$ cat src/rtl/adder_pkg.sv
// Shared definitions for the shared-adder arbiter.
// Contents:
//   NUM_REQ   - number of requesters sharing the adder
//   req_idx_t - requester index (0..NUM_REQ-1)
//   state_t   - sequencer FSM encoding
//   idx_add   - modulo-3 index rotation used by the round-robin scan
package adder_pkg;

    localparam int NUM_REQ = 3;

    typedef logic [1:0] req_idx_t;

    typedef enum logic [1:0] {
        ST_IDLE = 2'd0,
        ST_BUSY = 2'd1,
        ST_RESP = 2'd2
    } state_t;

    // (base + off) mod 3, with base in 0..2 and off in 0..3.
    function automatic req_idx_t idx_add(input req_idx_t base, input logic [1:0] off);
        logic [2:0] s;
        s = {1'b0, base} + {1'b0, off};
        if (s >= 3'd3) begin
            s = s - 3'd3;
        end
        return s[1:0];
    endfunction

endpackage

$ cat src/rtl/rr_arb3.sv
// Combinational 3-way round-robin pick.
// Ports:
//   i_req   - pending requests, one bit per requester
//   i_last  - index of the previously granted requester
//   o_grant - one-hot grant (all zero when no request is pending)
//   o_idx   - index of the granted requester (don't-care when o_grant is zero)
module rr_arb3
    import adder_pkg::*;
(
    input  logic [NUM_REQ-1:0] i_req,
    input  req_idx_t           i_last,
    output logic [NUM_REQ-1:0] o_grant,
    output req_idx_t           o_idx
);

    // Candidates in priority order: last+1, last+2, last+3 (mod 3).
    req_idx_t w_cand [NUM_REQ];

    generate
        for (genvar gi = 0; gi < NUM_REQ; gi++) begin : g_cand
            assign w_cand[gi] = idx_add(i_last, 2'(gi + 1));
        end
    endgenerate

    always_comb begin
        o_grant = '0;
        o_idx   = i_last;
        // Walk from lowest to highest priority so the highest-priority hit wins.
        for (int k = NUM_REQ - 1; k >= 0; k--) begin
            if (i_req[w_cand[k]]) begin
                o_grant = NUM_REQ'(1) << w_cand[k];
                o_idx   = w_cand[k];
            end
        end
    end

endmodule

$ cat src/rtl/adder_share_arb.sv
// Round-robin arbiter/sequencer sharing one WIDTH-bit adder among 3 requesters.
// One operation is in flight at a time: IDLE -> BUSY (LAT cycles) -> RESP -> IDLE.
// Ports:
//   CLK, RST_N     - clock and synchronous active-low reset
//   REQ            - level requests, held until ACK
//   IN_A, IN_B     - packed operands, requester i on [i*WIDTH +: WIDTH]
//   IN_CIN         - carry-in per requester
//   ACK            - one-cycle one-hot pulse in the first BUSY cycle
//   DONE           - one-cycle one-hot pulse in the RESP cycle
//   SUM, COUT      - result, held until the next DONE
//   BUSY           - high whenever the sequencer is not IDLE
// LAT must lie in 1..15.
module adder_share_arb
    import adder_pkg::*;
#(
    parameter int WIDTH = 8,
    parameter int LAT   = 2
) (
    input  logic                       CLK,
    input  logic                       RST_N,
    input  logic [NUM_REQ-1:0]         REQ,
    input  logic [NUM_REQ*WIDTH-1:0]   IN_A,
    input  logic [NUM_REQ*WIDTH-1:0]   IN_B,
    input  logic [NUM_REQ-1:0]         IN_CIN,
    output logic [NUM_REQ-1:0]         ACK,
    output logic [NUM_REQ-1:0]         DONE,
    output logic [WIDTH-1:0]           SUM,
    output logic                       COUT,
    output logic                       BUSY
);

    state_t               r_state;
    req_idx_t             r_last;
    logic [3:0]           r_cnt;
    logic [WIDTH-1:0]     r_a;
    logic [WIDTH-1:0]     r_b;
    logic                 r_cin;
    logic [NUM_REQ-1:0]   r_ack;
    logic [NUM_REQ-1:0]   r_done;
    logic [WIDTH-1:0]     r_sum;
    logic                 r_cout;
    logic                 r_busy;

    logic [NUM_REQ-1:0]   w_grant;
    req_idx_t             w_idx;
    logic [WIDTH:0]       w_sum_full;

    rr_arb3 u_arb (
        .i_req   (REQ),
        .i_last  (r_last),
        .o_grant (w_grant),
        .o_idx   (w_idx)
    );

    // Full-width add keeps the carry out of the top bit.
    assign w_sum_full = {1'b0, r_a} + {1'b0, r_b} + {{WIDTH{1'b0}}, r_cin};

    always_ff @(posedge CLK) begin
        if (!RST_N) begin
            r_state <= ST_IDLE;
            r_last  <= req_idx_t'(2);   // requester 0 scanned first after reset
            r_cnt   <= '0;
            r_a     <= '0;
            r_b     <= '0;
            r_cin   <= 1'b0;
            r_ack   <= '0;
            r_done  <= '0;
            r_sum   <= '0;
            r_cout  <= 1'b0;
            r_busy  <= 1'b0;
        end else begin
            // ACK/DONE are single-cycle pulses unless re-armed below.
            r_ack  <= '0;
            r_done <= '0;
            case (r_state)
                ST_IDLE: begin
                    if (|REQ) begin
                        // Operands are latched only here; later input changes are ignored.
                        r_a     <= IN_A[w_idx*WIDTH +: WIDTH];
                        r_b     <= IN_B[w_idx*WIDTH +: WIDTH];
                        r_cin   <= IN_CIN[w_idx];
                        r_last  <= w_idx;
                        r_cnt   <= 4'(LAT - 1);
                        r_ack   <= w_grant;
                        r_busy  <= 1'b1;
                        r_state <= ST_BUSY;
                    end
                end
                ST_BUSY: begin
                    if (r_cnt == 4'd0) begin
                        r_done           <= NUM_REQ'(1) << r_last;
                        {r_cout, r_sum}  <= w_sum_full;
                        r_state          <= ST_RESP;
                    end else begin
                        r_cnt <= r_cnt - 4'd1;
                    end
                end
                ST_RESP: begin
                    r_busy  <= 1'b0;
                    r_state <= ST_IDLE;
                end
                default: begin
                    r_busy  <= 1'b0;
                    r_state <= ST_IDLE;
                end
            endcase
        end
    end

    assign ACK  = r_ack;
    assign DONE = r_done;
    assign SUM  = r_sum;
    assign COUT = r_cout;
    assign BUSY = r_busy;

endmodule
$ cat config.mk
export PLATFORM = sky130hd
export DESIGN_NAME = adder_share_arb
export DESIGN_NICKNAME = d
export VERILOG_FILES = /design/src/rtl/adder_pkg.sv /design/src/rtl/rr_arb3.sv /design/src/rtl/adder_share_arb.sv
export SDC_FILE = /design/constraint.sdc
export NUM_CORES = 1
export LEC_CHECK = 0
export CORE_MARGIN = 2
export CORE_UTILIZATION = 48
export DETAILED_ROUTE_END_ITERATION = 8
export PLACE_DENSITY = 0.8
export REMOVE_ABC_BUFFERS = 1
export SLEW_MARGIN = 20
export SYNTH_ARGS = -nofsm -noshare
export SYNTH_HDL_FRONTEND = slang
export SYNTH_SLANG_ARGS = --single-unit
$ cat constraint.sdc
create_clock -name CLK -period 3.2 [get_ports CLK]
set_clock_uncertainty 0.15 [all_clocks]
set_input_delay 0.96 -clock CLK [delete_from_list [all_inputs] [get_ports CLK]]
set_output_delay 0.96 -clock CLK [all_outputs]
set_load 0.005 [all_outputs]
**Signal wires on met2**

(4 px per um)
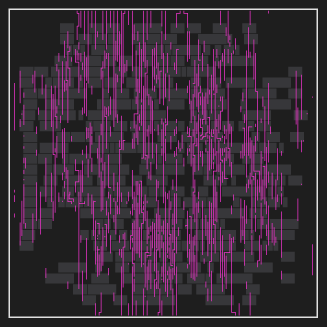
wire length on this layer: 2960 um
nets with wire on the layer: 345
share of all routed wire: 49%
longest straight run: 31.6 um

**I/O pins on the die edge**

(4 px per um) Pins as bars across the die edge, other pins in gray.
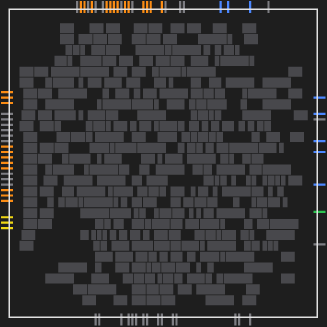
legend:
  orange:
    port: IN_B
    pins: 24
    direction: input
    edge: 13 top, 11 left
  green:
    port: RST_N
    pins: 1
    direction: input
    edge: right
  yellow:
    port: IN_CIN
    pins: 3
    direction: input
    edge: left
  blue:
    port: SUM
    pins: 8
    direction: output
    edge: 5 right, 3 top
all pins by edge: 26 top, 23 left, 15 bottom, 8 right

**Cells colored by class**

(4 px per um) Fill, decap, tap and diode cells in gray.
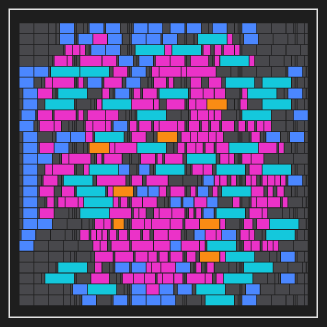
legend:
  cyan:
    class: flip-flops
    cells: 41
    share_of_their_area: 25%
  blue:
    class: other buffers and delay cells
    cells: 83
    share_of_their_area: 25%
  magenta:
    class: all other logic
    cells: 218
    share_of_their_area: 47%
  orange:
    class: clock drivers and dummy loads
    cells: 7
    share_of_their_area: 2.8%

**The clock network**

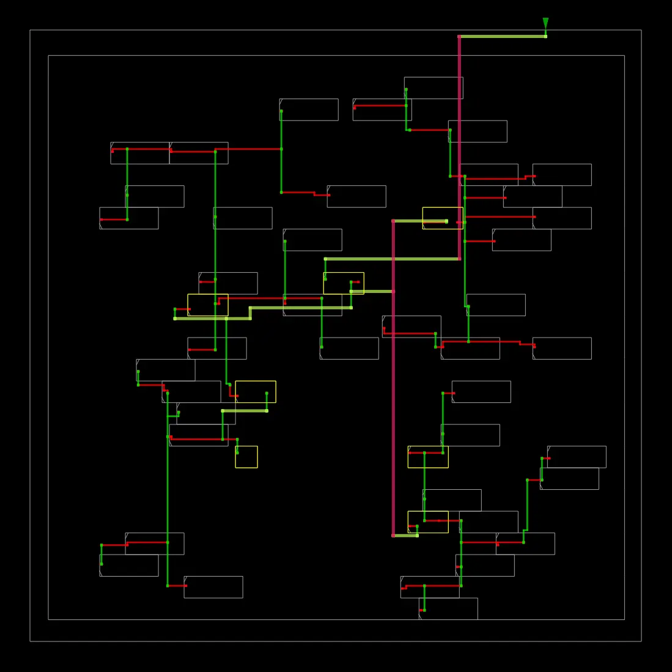
clock sink total: 41
CLK BUF: 6
number of buffers added by the clock tree synthesis step: 5
insertion delay of the later-clocked pin in the worst-skew pair: 300 ps
Clk power: 345 uW

**Clock network drawn from the DEF**

(8 px per um)
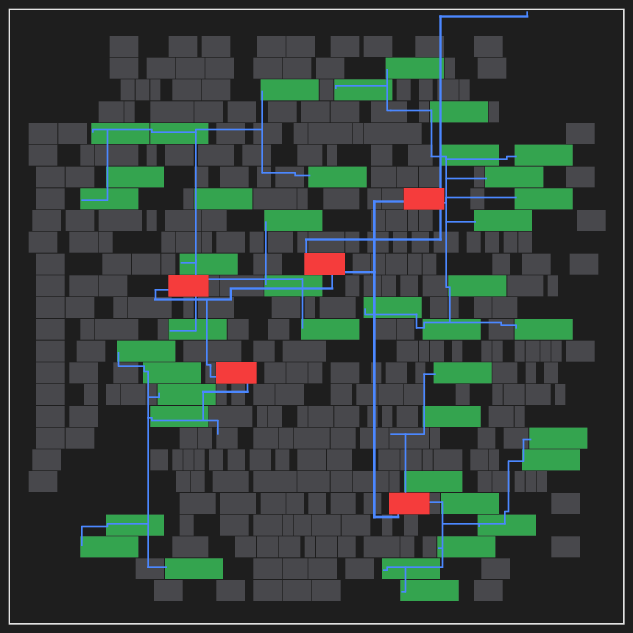
legend:
  blue:
    item: clock wires
    length: 502 um
  green:
    item: flip-flops
    count: 41
  red:
    item: cells driving clock nets
    count: 5
routed clock nets: 6

==> results_dict.tcl <==
# flow metrics
set metrics [dict create \
    run_status "complete, no violations" \
    async_flop_share 0 \
    layout_setup_ws_ps 385 \
    drc 0 \
    critPathTopFamily "buffers and inverters" \
    post_synth_num_cell_types 52 \
    detail_route.first_pass.iterations 4 \
    drt-met1-wl_um 2540 \
    layout.cells.most_common "sky130_fd_sc_hd__clkdlybuf4s50_1" \
    synth_area_per_inst_um2 9.21 \
    drv_slew 0 \
    critical_path.startpoint_type "input port" \
    worst-r2r-cell-count 9 \
    period_used_share 0.880 \
    n_antenna_cell 0 \
    global_route_wire_length_before_repair_um 10100 \
    worstHoldPathCells 2 \
    routed_wl_um 6070 \
    first_global_vias 2231 \
    rows 26 \
    cts.repair.resized 0 \
    postCtsSetupRepairBufs 0 \
    dp_cells 412 \
    report.final.hold_viol_count 0 \
    drt-wirelength-per-cell_um 14.5 \
    final_cell_mix "sky130_fd_sc_hd__clkdlybuf4s50_1 (71), sky130_fd_sc_hd__dfxtp_1 (41), sky130_fd_sc_hd__nand2_1 (41)" \
    clock_tree.buffer_depth 2 \
    max_freq_mhz 355 \
    grt_setup_unrepaired "false" \
    endpoint_kind "flop" \
    min_delay_endpoint "SUM[3]$_SDFFE_PN0P_" \
    cellLeakagePower_uw 0.00130 \
    top_layer_used "met4" \
    met2_wirelength_um 2960 \
    final_cells 419 \
    transition_at_the_pin_with_the_smallest_max_transition_slack_ps 474 \
    post_dp_cell_area_um2 3260 \
    detailroute.wirelength.met3_um 401 \
    drt.antenna.violating_nets 0 \
    detailed_route_via_count 2357 \
    cp_num_cells 7 \
    worst_hold_path_type "reg2reg" \
    preCtsSetupSlack_ps 120 \
    synth_seq_share 0.324 \
    regToRegStartpoint "r_last[1]$_SDFFE_PN1P_" \
    edf_count 0 \
    clock_tree.htree_level_count 2 \
    synth.yosys.chip_area_um2 2530 \
    ff2ff_setup_slack_ps 520 \
    area_delta_synth_final_pct 32.1 \
    detail_route.vias_per_cell 5.63 \
    log.warning_count 31 \
    fp-utilization 0.496 \
    postSynthRegisterBits 41 \
    timing.setup.critical_path_class "in2reg" \
    initial_antenna_violation_count 0 \
    slew_headroom 0.683 \
    place_hpwl_um 4710 \
    finished_layout_cell_area_um2 3350 \
    drt-initial-drc-count 112 \
    gp_routability_congestion 0.866 \
    num-fill-cells 453 \
    critical_path.cell_chain "clkdlybuf4s50_1, mux2_2, nand2_1, o211ai_2, a211o_1, buf_4, o221ai_1" \
    startpoint "REQ[2]" \
    cell_pwr_density_nw_per_um2 849 \
    gr_ovfl_total 0 \
    die_y_um 76.6 \
    hold_start "SUM[3]$_SDFFE_PN0P_" \
    grt_start_max_net_pins 21 \
    pin_count 72 \
    syn-cell-area_um2 2530 \
    grt_usage 0.210 \
    path_buffers 2 \
    yosysWarnings 0 \
    cts_root_buf "sky130_fd_sc_hd__clkbuf_8" \
    min_period_ps 2810 \
    timing.max_cap.violations 0 \
    final_layout_size_suffix_gt1_frac 0.117 \
    fp.dieArea_um2 5870 \
    critPathRequiredTime_ps 3250 \
    design.final.nets 421 \
    crit_end "r_b[0]$_SDFFE_PN0P_" \
    final.hold.worst_slack_ps 313 \
    slowest_stage "sky130_fd_sc_hd__clkdlybuf4s50_1" \
    io_buffers 71 \
    synth.yosys.num_cells 275 \
    crit_path_max_fo 17 \
    peakVddDrop_mv 0.400 \
    slowest_delay_ps 520 \
]
==> cell families after synthesis <==
group,after synthesis,synth area share
simple gates,97,0.184
compound gates,74,0.236
flops,41,0.324
buf+inv,22,0.0741
mux,21,0.0835
fa+ha+maj,16,0.0850
xor+xnor,4,0.0138
==> synthesized netlist by cell type, types with 3 or more instances <==
cell | instances | area, um2
sky130_fd_sc_hd__ha_1 | 14 | 175
sky130_fd_sc_hd__xor2_1 | 3 | 26.3
sky130_fd_sc_hd__mux2i_1 | 20 | 200
sky130_fd_sc_hd__nor2_1 | 9 | 33.8
sky130_fd_sc_hd__a31oi_1 | 5 | 31.3
sky130_fd_sc_hd__nand2b_1 | 4 | 25.0
sky130_fd_sc_hd__o221ai_1 | 9 | 78.8
sky130_fd_sc_hd__nand3_1 | 19 | 95.1
sky130_fd_sc_hd__o221ai_2 | 11 | 165
sky130_fd_sc_hd__o21ai_0 | 13 | 65.1
sky130_fd_sc_hd__nor3_1 | 6 | 30.0
sky130_fd_sc_hd__dfxtp_1 | 41 | 821
sky130_fd_sc_hd__nand2_1 | 41 | 154
sky130_fd_sc_hd__clkbuf_1 | 4 | 15.0
sky130_fd_sc_hd__buf_6 | 5 | 56.3
sky130_fd_sc_hd__a21oi_1 | 12 | 60.1
sky130_fd_sc_hd__inv_1 | 6 | 22.5
sky130_fd_sc_hd__a211oi_1 | 4 | 30.0
sky130_fd_sc_hd__o211ai_1 | 3 | 22.5
==> report_power, final <==
group | switching (uW) | total (uW) | internal [uW]
clock | 175 | 345 | 170
combinational | 904 | 1680 | 773
sequential | 120 | 819 | 699
==> worst reg2reg max path, cell delays in order (launching register included) <==
cell and delay, ps:
sky130_fd_sc_hd__dfxtp_1 460, sky130_fd_sc_hd__inv_1 170, sky130_fd_sc_hd__ha_1 330, sky130_fd_sc_hd__buf_4 190
sky130_fd_sc_hd__nand2b_1 200, sky130_fd_sc_hd__o221ai_2 200, sky130_fd_sc_hd__o211ai_2 140, sky130_fd_sc_hd__a211o_1 300
sky130_fd_sc_hd__buf_4 210, sky130_fd_sc_hd__o221ai_1 240
==> final cells by class <==
class / count / area [um2] / area share
clock buffers: 6 / 82.6 / 0.0247
inverters: 6 / 22.5 / 0.00673
well taps: 70 / 87.6 / 0.0262
flip-flops and latches: 41 / 821 / 0.245
repair buffers: 83 / 801 / 0.239
multi-input cells: 212 / 1520 / 0.455
clock inverters: 1 / 7.51 / 0.00224
==> per-stage QoR <==
step	power, uW	util
after global routing	3040	0.655
after CTS	2840	0.655
after detailed placement	2480	0.637
after floorplan	1920	-
final	2840	0.655
after global placement	2430	0.637
==> flip-flops by register name, summed over array words and instances (netlist names) <==
| signal | flops |
|---|---|
| r_b | 8 |
| r_state | 2 |
| ACK | 3 |
| r_cnt | 4 |
| SUM | 8 |
| DONE | 3 |
| r_last | 2 |
| r_a | 8 |
| COUT | 1 |
| r_cin | 1 |
| BUSY | 1 |
==> layer usage <==
layer,track usage,vias up
met2,0.346,102
met5,0,-
met4,0.0927,0
met1,0.268,1076
li1,-,1164
met3,0.0379,15
No activity file was given, so power comes from the tool's default toggle rates.
